Figure 1. The clock network.
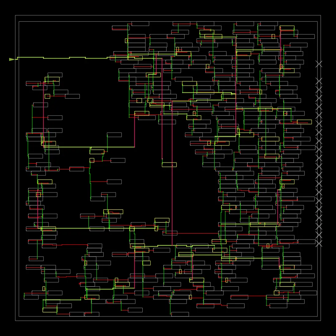
Figure 2. Wiring by layer.
Bar = 50 µm.
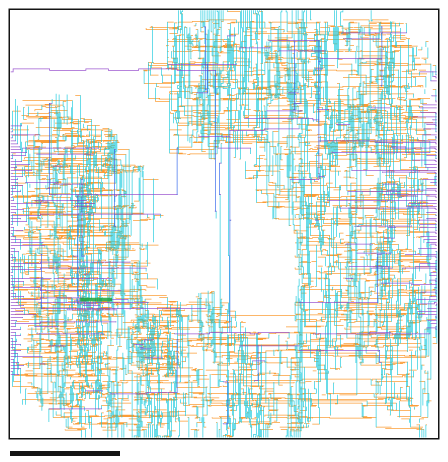
Figure 3. Register map, names as in the netlist.
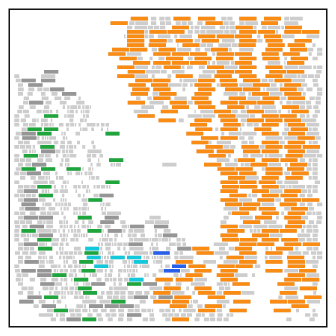
Figure 4. Pin placement.
Pins as bars across the die edge, other pins in grey.
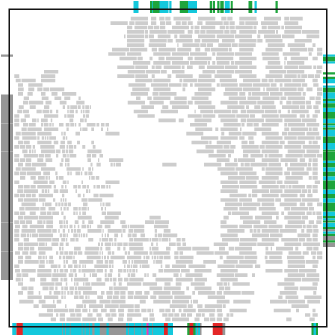
Figure 5. Routed clock nets over the placement.
Bar = 50 µm.
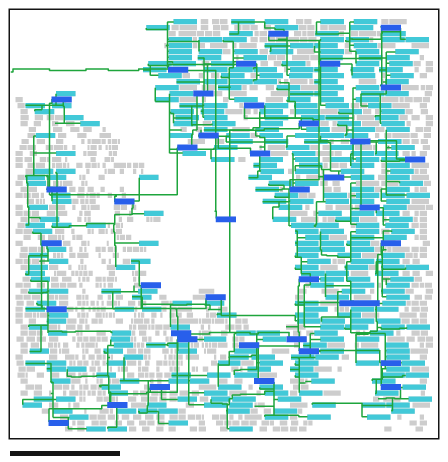
### src/rtl/avalon_pix_writer.sv
// Avalon-MM 32bpp-to-16bpp pixel write adapter: packs 128-bit X8R8G8B8 slave beats into 64-bit
// RGB565/X1R5G5B5 DDR bursts. Define AVALON_PIX_WRITER_DITHER_EN to add 2x2 ordered dithering.
module avalon_pix_writer #(
  parameter int FIFO_DEPTH = 4,
  parameter int BW         = 7
) (
  input  logic          clk,
  input  logic          reset,
  input  logic          control_address,
  input  logic          control_write,
  input  logic [31:0]   control_writedata,
  input  logic [31:0]   slave_address,
  input  logic [BW-1:0] slave_burstcount,
  input  logic          slave_write,
  input  logic [127:0]  slave_writedata,
  input  logic [15:0]   slave_byteenable,
  output logic          slave_waitrequest,
  output logic [31:0]   master_address,
  output logic [BW-1:0] master_burstcount,
  output logic          master_write,
  output logic [63:0]   master_writedata,
  output logic [7:0]    master_byteenable,
  input  logic          master_waitrequest
);

  localparam int AW = $clog2(FIFO_DEPTH);

  typedef enum logic [1:0] {
    IDLE  = 2'd0,
    FILL  = 2'd1,
    DRAIN = 2'd2
  } state_t;

  state_t        r_state;
  state_t        w_nextState;

  logic [31:0]   r_base;
  logic          r_fmt;
  logic          r_burstFmt;
  logic [BW-1:0] r_remaining;
  logic [31:0]   r_mAddr;
  logic [BW-1:0] r_mCount;
  logic          r_ready;

  logic [71:0]   r_mem [FIFO_DEPTH];
  logic [AW:0]   r_wrPtr;
  logic [AW:0]   r_rdPtr;
  logic [AW:0]   w_count;
  logic          w_full;
  logic          w_empty;
  logic [71:0]   w_head;

  logic          w_slaveWait;
  logic          w_accept;
  logic          w_pop;
  logic [BW-1:0] w_firstCount;
  logic          w_fmtSel;
  logic [63:0]   w_packData;
  logic [7:0]    w_packBe;
  logic          w_unused;

`ifdef AVALON_PIX_WRITER_DITHER_EN
  logic          r_beatOdd;
  logic          w_beatOdd;

  function automatic logic [1:0] ditherOffset(input logic beatOdd, input logic pixOdd);
    case ({beatOdd, pixOdd})
      2'b00:   return 2'd0;
      2'b01:   return 2'd2;
      2'b10:   return 2'd3;
      default: return 2'd1;
    endcase
  endfunction

  function automatic logic [7:0] satAdd(input logic [7:0] c, input logic [2:0] d);
    logic [8:0] sum;
    sum = {1'b0, c} + {6'd0, d};
    return sum[8] ? 8'hFF : sum[7:0];
  endfunction

  function automatic logic [15:0] packPixel(input logic [23:0] pix, input logic fmt565,
                                            input logic [1:0] dith);
    logic [7:0] red;
    logic [7:0] grn;
    logic [7:0] blu;
    red = satAdd(pix[23:16], {dith, 1'b0});
    grn = satAdd(pix[15:8], {1'b0, dith});
    blu = satAdd(pix[7:0], {dith, 1'b0});
    return fmt565 ? {red[7:3], grn[7:2], blu[7:3]} : {1'b0, red[7:3], grn[7:3], blu[7:3]};
  endfunction
`else
  function automatic logic [15:0] packPixel(input logic [23:0] pix, input logic fmt565);
    return fmt565 ? {pix[23:19], pix[15:10], pix[7:3]}
                  : {1'b0, pix[23:19], pix[15:11], pix[7:3]};
  endfunction
`endif

  assign w_count      = r_wrPtr - r_rdPtr;
  assign w_full       = (w_count == (AW+1)'(FIFO_DEPTH));
  assign w_empty      = (r_wrPtr == r_rdPtr);
  assign w_head       = r_mem[r_rdPtr[AW-1:0]];

  // No bypass: a full FIFO stalls the slave even if the master pops this cycle.
  assign w_slaveWait  = !r_ready || w_full || !(r_state inside {IDLE, FILL});
  assign w_accept     = slave_write && !w_slaveWait;
  assign w_pop        = !w_empty && !master_waitrequest;
  assign w_firstCount = (slave_burstcount == '0) ? BW'(1) : slave_burstcount;
  assign w_fmtSel     = (r_state == IDLE) ? r_fmt : r_burstFmt;

`ifdef AVALON_PIX_WRITER_DITHER_EN
  assign w_beatOdd    = (r_state == IDLE) ? 1'b0 : r_beatOdd;

  always_ff @(posedge clk or negedge reset) begin
    if (!reset) begin
      r_beatOdd <= 1'b0;
    end else if (w_accept) begin
      r_beatOdd <= !w_beatOdd;
    end
  end
`endif

  always_comb begin
    w_packData = '0;
    w_packBe   = '0;
    for (int i = 0; i < 4; i++) begin
`ifdef AVALON_PIX_WRITER_DITHER_EN
      w_packData[16*i +: 16] = packPixel(slave_writedata[32*i +: 24], w_fmtSel,
                                         ditherOffset(w_beatOdd, i[0]));
`else
      w_packData[16*i +: 16] = packPixel(slave_writedata[32*i +: 24], w_fmtSel);
`endif
      w_packBe[2*i +: 2]     = {2{|slave_byteenable[4*i +: 3]}};
    end
  end

  always_comb begin
    w_nextState = r_state;
    case (r_state)
      IDLE: begin
        if (w_accept) begin
          w_nextState = (w_firstCount == BW'(1)) ? DRAIN : FILL;
        end
      end
      FILL: begin
        if (w_accept && r_remaining == BW'(1)) begin
          w_nextState = DRAIN;
        end
      end
      DRAIN: begin
        if (w_empty || (w_pop && w_count == (AW+1)'(1))) begin
          w_nextState = IDLE;
        end
      end
      default: w_nextState = IDLE;
    endcase
  end

  always_ff @(posedge clk or negedge reset) begin
    if (!reset) begin
      r_state     <= IDLE;
      r_base      <= '0;
      r_fmt       <= 1'b0;
      r_burstFmt  <= 1'b0;
      r_remaining <= '0;
      r_mAddr     <= '0;
      r_mCount    <= '0;
      r_ready     <= 1'b0;
      r_wrPtr     <= '0;
      r_rdPtr     <= '0;
    end else begin
      r_state <= w_nextState;
      r_ready <= 1'b1;
      if (control_write) begin
        if (control_address) begin
          r_fmt <= control_writedata[0];
        end else begin
          r_base <= control_writedata;
        end
      end
      // Burst parameters are captured only from the first beat of each burst.
      if (w_accept) begin
        if (r_state == IDLE) begin
          r_mAddr     <= r_base + {1'b0, slave_address[31:1]};
          r_mCount    <= w_firstCount;
          r_burstFmt  <= r_fmt;
          r_remaining <= w_firstCount - BW'(1);
        end else begin
          r_remaining <= r_remaining - BW'(1);
        end
        r_wrPtr <= r_wrPtr + (AW+1)'(1);
      end
      if (w_pop) begin
        r_rdPtr <= r_rdPtr + (AW+1)'(1);
      end
    end
  end

  always_ff @(posedge clk) begin
    if (w_accept) begin
      r_mem[r_wrPtr[AW-1:0]] <= {w_packBe, w_packData};
    end
  end

  assign slave_waitrequest = w_slaveWait;
  assign master_address    = r_mAddr;
  assign master_burstcount = r_mCount;
  assign master_write      = !w_empty;
  assign master_writedata  = w_empty ? 64'd0 : w_head[63:0];
  assign master_byteenable = w_empty ? 8'd0 : w_head[71:64];

  assign w_unused = ^{slave_address[0], slave_byteenable[15], slave_byteenable[11],
                      slave_byteenable[7], slave_byteenable[3], slave_writedata[127:120],
                      slave_writedata[95:88], slave_writedata[63:56], slave_writedata[31:24]};

endmodule
### config.mk
export PLATFORM = sky130hd
export DESIGN_NAME = avalon_pix_writer
export DESIGN_NICKNAME = d
export VERILOG_FILES = /design/src/rtl/avalon_pix_writer.sv
export SDC_FILE = /design/constraint.sdc
export NUM_CORES = 1
export LEC_CHECK = 0
export CORE_MARGIN = 2
export CORE_UTILIZATION = 45
export DETAILED_ROUTE_END_ITERATION = 7
export PLACE_DENSITY = 0.81
export RECOVER_POWER = 25
export SLEW_MARGIN = 15
export SYNTH_ARGS = -nofsm -noshare
export SYNTH_HDL_FRONTEND = slang
export SYNTH_SLANG_ARGS = --single-unit
### constraint.sdc
create_clock -name clk -period 10.47 [get_ports clk]
set_clock_uncertainty 0.2 [all_clocks]
set_input_delay 3.141 -clock clk [delete_from_list [all_inputs] [get_ports clk]]
set_output_delay 3.141 -clock clk [all_outputs]
set_load 0.005 [all_outputs]
==> changes_impl.md <==
### Implementation results

- Status: complete, but fails checks
- Violated checks: DRC, capacitance limit, slew limit
- Synth Seq Share: a little under two thirds
- Post-Layout Cell Count: about 1800
- First-pass GRT wire length: ~57000 µm
- P&R area growth vs syn: 26.6%
- Critical Path Fanout Max: 69
- Pleak: between 7 and 8 nW
- Tool warnings: about 100
- Synthesized area: approximately 0.016 mm²
- Critical-path top delay cell: dfrtp_4
- Total negative slack: 0 ns
- Max incr delay on CP: approximately 0.87 ns
- Yosys stat cell total: approximately 1100
- Initial Util: about 46%
- Synth flops: around 360
- Via count: around 10000
- Buf/Inv on CP: 3
- Share of the synthesized area in the top cell type: 50.1%
- Post-synthesis instance total: 1050
- Synth Net Count: 1315
- H-tree depth: 2
- Slew Limit Fails: approximately 43
- Worst Hold Class: reg -> reg
- Slew headroom: -53.4%
- Yosys top cell by area: edfxtp_1
- Port bufs: roughly 260
- Nets: 1578
- Endpoints failing hold: 0
- Most common logic cells in the final layout: edfxtp_1, clkdlybuf4s50_1, dfrtp_1
- Final period util: 64.6%
- Half-perimeter wire length after placement: 23300 µm
- Synth cell types: around 68
- Die height: just under 200 µm
- Crit start category: register
- Cell Pwr Density: approximately 270 mW/mm²
- Drt via density: between 5 and 6
- Die width: between 150 and 200 µm
- Minimum clock period: 6.77 ns
- Vias in the first global route: between 10000 and 15000
- CP required: 7.13 ns
- FP Rows: 69
- Placed cell count: between 1500 and 2000
- Post-CTS Setup Bufs: 0
- Number of I/O pins: 334
- Cell chain of the critical path: ha_1 -> and3_1 -> inv_2 -> buf_4 -> and2_1 -> clkdlybuf4s50_1
- Drt total wl: around 37000 µm
- GP Congestion: 0.892
- WP data arrival: 3.43 ns
- Top cell excl fill/tap: edfxtp_1
- CP delay by family, top: buffers and inverters
- Max Freq: between 0.1 and 0.15 GHz
- CTS tree: built
- Final ANT Viol Nets: 0
- Max VDD drop: 0.224 mV
- Main synth FF type: edfxtp_1
- Syn_area_per_cell: around 16 µm²
- Core box area: between 0.03 and 0.04 mm²
- Most common cell in the netlist: edfxtp_1
- CTS Hold Bufs: 0
- Yosys warnings: 0
- Tot GR Track Use: between 10% and 20%
- Worst-case clock buffer depth: 3
- Worst-path clk slew: ~0.060 ns
- Largest cells by area: edfxtp_1, dfrtp_1, mux4_2, mux2_2, ha_1
- Setup Viol. Count Final: 0
- Synth top cells by count: edfxtp_1, dfrtp_1, mux2_2
- RSZ-0062 raised after global routing: false
- Antenna violations before repair: 2
- Total grt overflow: 0
- Root Driver: clkbuf_16
- Yosys stat area: 0.0163 mm²
- Largest net degree at the start of global routing: between 70 and 80
- First-pass iteration count of the detailed router: 8
- Crit path kind: reg -> out
- Max-cap violation count: 1
- Drt drc: approximately 42
- Endpoint type of the worst setup path: output pin
- Share of cells above drive strength 1: between 15 and 20%
- Count of library flops with an enable pin: between 200 and 300
- Fraction of registers with async set/reset: between 20% and 30%
- Wire per inst: around 20 µm
- Iter 0 DRT Violations: roughly 570
## Picture notes: Figure 1
Sink Count: 361
Worst-Skew Late Latency: 0.53 ns
TritonCTS Buffers: 40
Flop Count: 361

## Picture notes: Figure 2
[met1] orange | wire length: 15500 µm
[met5] green | wire length: 12.9 µm
[met2] cyan | wire length: 17900 µm
[met3] purple | wire length: 2700 µm
[met4] blue | wire length: 622 µm

## Picture notes: Figure 3
[r_mem] orange | sequential cells: 272
[master_address] green | sequential cells: 32
[r_rdPtr] blue | sequential cells: 3
[r_remaining] cyan | sequential cells: 7

## Picture notes: Figure 4
[control_address] magenta | pins: 1 | direction: input | edge: bottom
[slave_writedata] cyan | pins: 128 | direction: input | edge: 72 bottom, 35 right, 21 top
[slave_byteenable] red | pins: 16 | direction: input | edge: bottom
[master_writedata] green | pins: 64 | direction: output | edge: 41 right, 19 top, 4 bottom
all pins by edge: 128 bottom, 85 left, 81 right, 40 top

## Picture notes: Figure 5
[flip-flops] cyan | count: 361
[cells driving clock nets] blue | count: 40
[clock wires] green | length: 4260 µm
flops lie: spread over the die

[flip-flops by register name, indices dropped and copies added, names as in the netlist]
name	flops
r_burstFmt	1
r_base	32
r_mem	272
r_remaining	7
r_state	2
master_address	32
r_fmt	1
r_wrPtr	3
r_ready	1
r_rdPtr	3
master_burstcount	7
[path summary, 6_finish.rpt]
check | startpoint | endpoint | slack (ns) | depth (start not counted)
min in group asynchronous | reset | r_remaining[0] | 3.11 | 1
min reg2reg | master_address[23] | master_address[23] | 0.28 | 2
max in group asynchronous | reset | r_base[23] | 5.31 | 2
max | r_rdPtr[0] | master_writedata[0] | 3.70 | 6
min | master_address[23] | master_address[23] | 0.28 | 2
max reg2reg | r_rdPtr[1] | r_mem[0][57] | 6.05 | 7
[tightest hold or removal path: stages (launching register included)]
cell and delay (ns):
dfrtp_1 0.34, nand2_1 0.04, o21ai_0 0.06
[cell type report]
type / count / area (µm²)
antenna: 1 / 2.50
sequential: 361 / 10400
timing repair buffer: 275 / 2720
tap: 461 / 577
fill: 2665 / 15000
clock inverter: 25 / 193
inverter: 14 / 52.6
clock buffer: 47 / 1060
multi-input combinational: 621 / 5640
[cells by family after synthesis]
group / synth area share [%]
buffers and inverters: 1.82
XOR/XNOR: 2.19
flip-flops: 63.7
adder cells (fa/ha/maj): 3.47
multiplexers: 15.3
AND/OR/NAND/NOR: 7.57
other: 0.0230
AND-OR/OR-AND: 5.89
[routing by layer]
metal	wire [µm]	up-vias	share of wire, %	global-route usage, %
met5	12	-	0.033	0
met4	622	2	1.7	4.93
met3	2700	48	7.3	4.63
met2	17900	337	49	32.5
met1	15500	4939	42	25.3
li1	-	4552	-	-
[where the power goes]
part	switching, mW	leakage (nW)	total (mW)	internal (mW)
Combinational	1.01	3.19	2.26	1.25
Sequential	0.158	3.54	2.05	1.90
Clock	0.555	0.613	1.33	0.776
Total	1.72	7.34	5.65	3.93
[per-stage QoR]
step	setup WS (ns)	hold slack (ns)	power (mW)	cell area, µm²	util (%)
floorplan	4.56	0.273	3.28	16300	-
global placement	4.11	0.264	4.31	19400	54.4
detailed placement	4.11	0.269	4.36	19400	54.4
CTS	3.54	0.284	5.72	20600	57.9
global route	3.42	0.307	5.95	20600	57.9
finish	3.70	0.279	5.65	20600	57.9
Power and IR drop assume default switching activity.
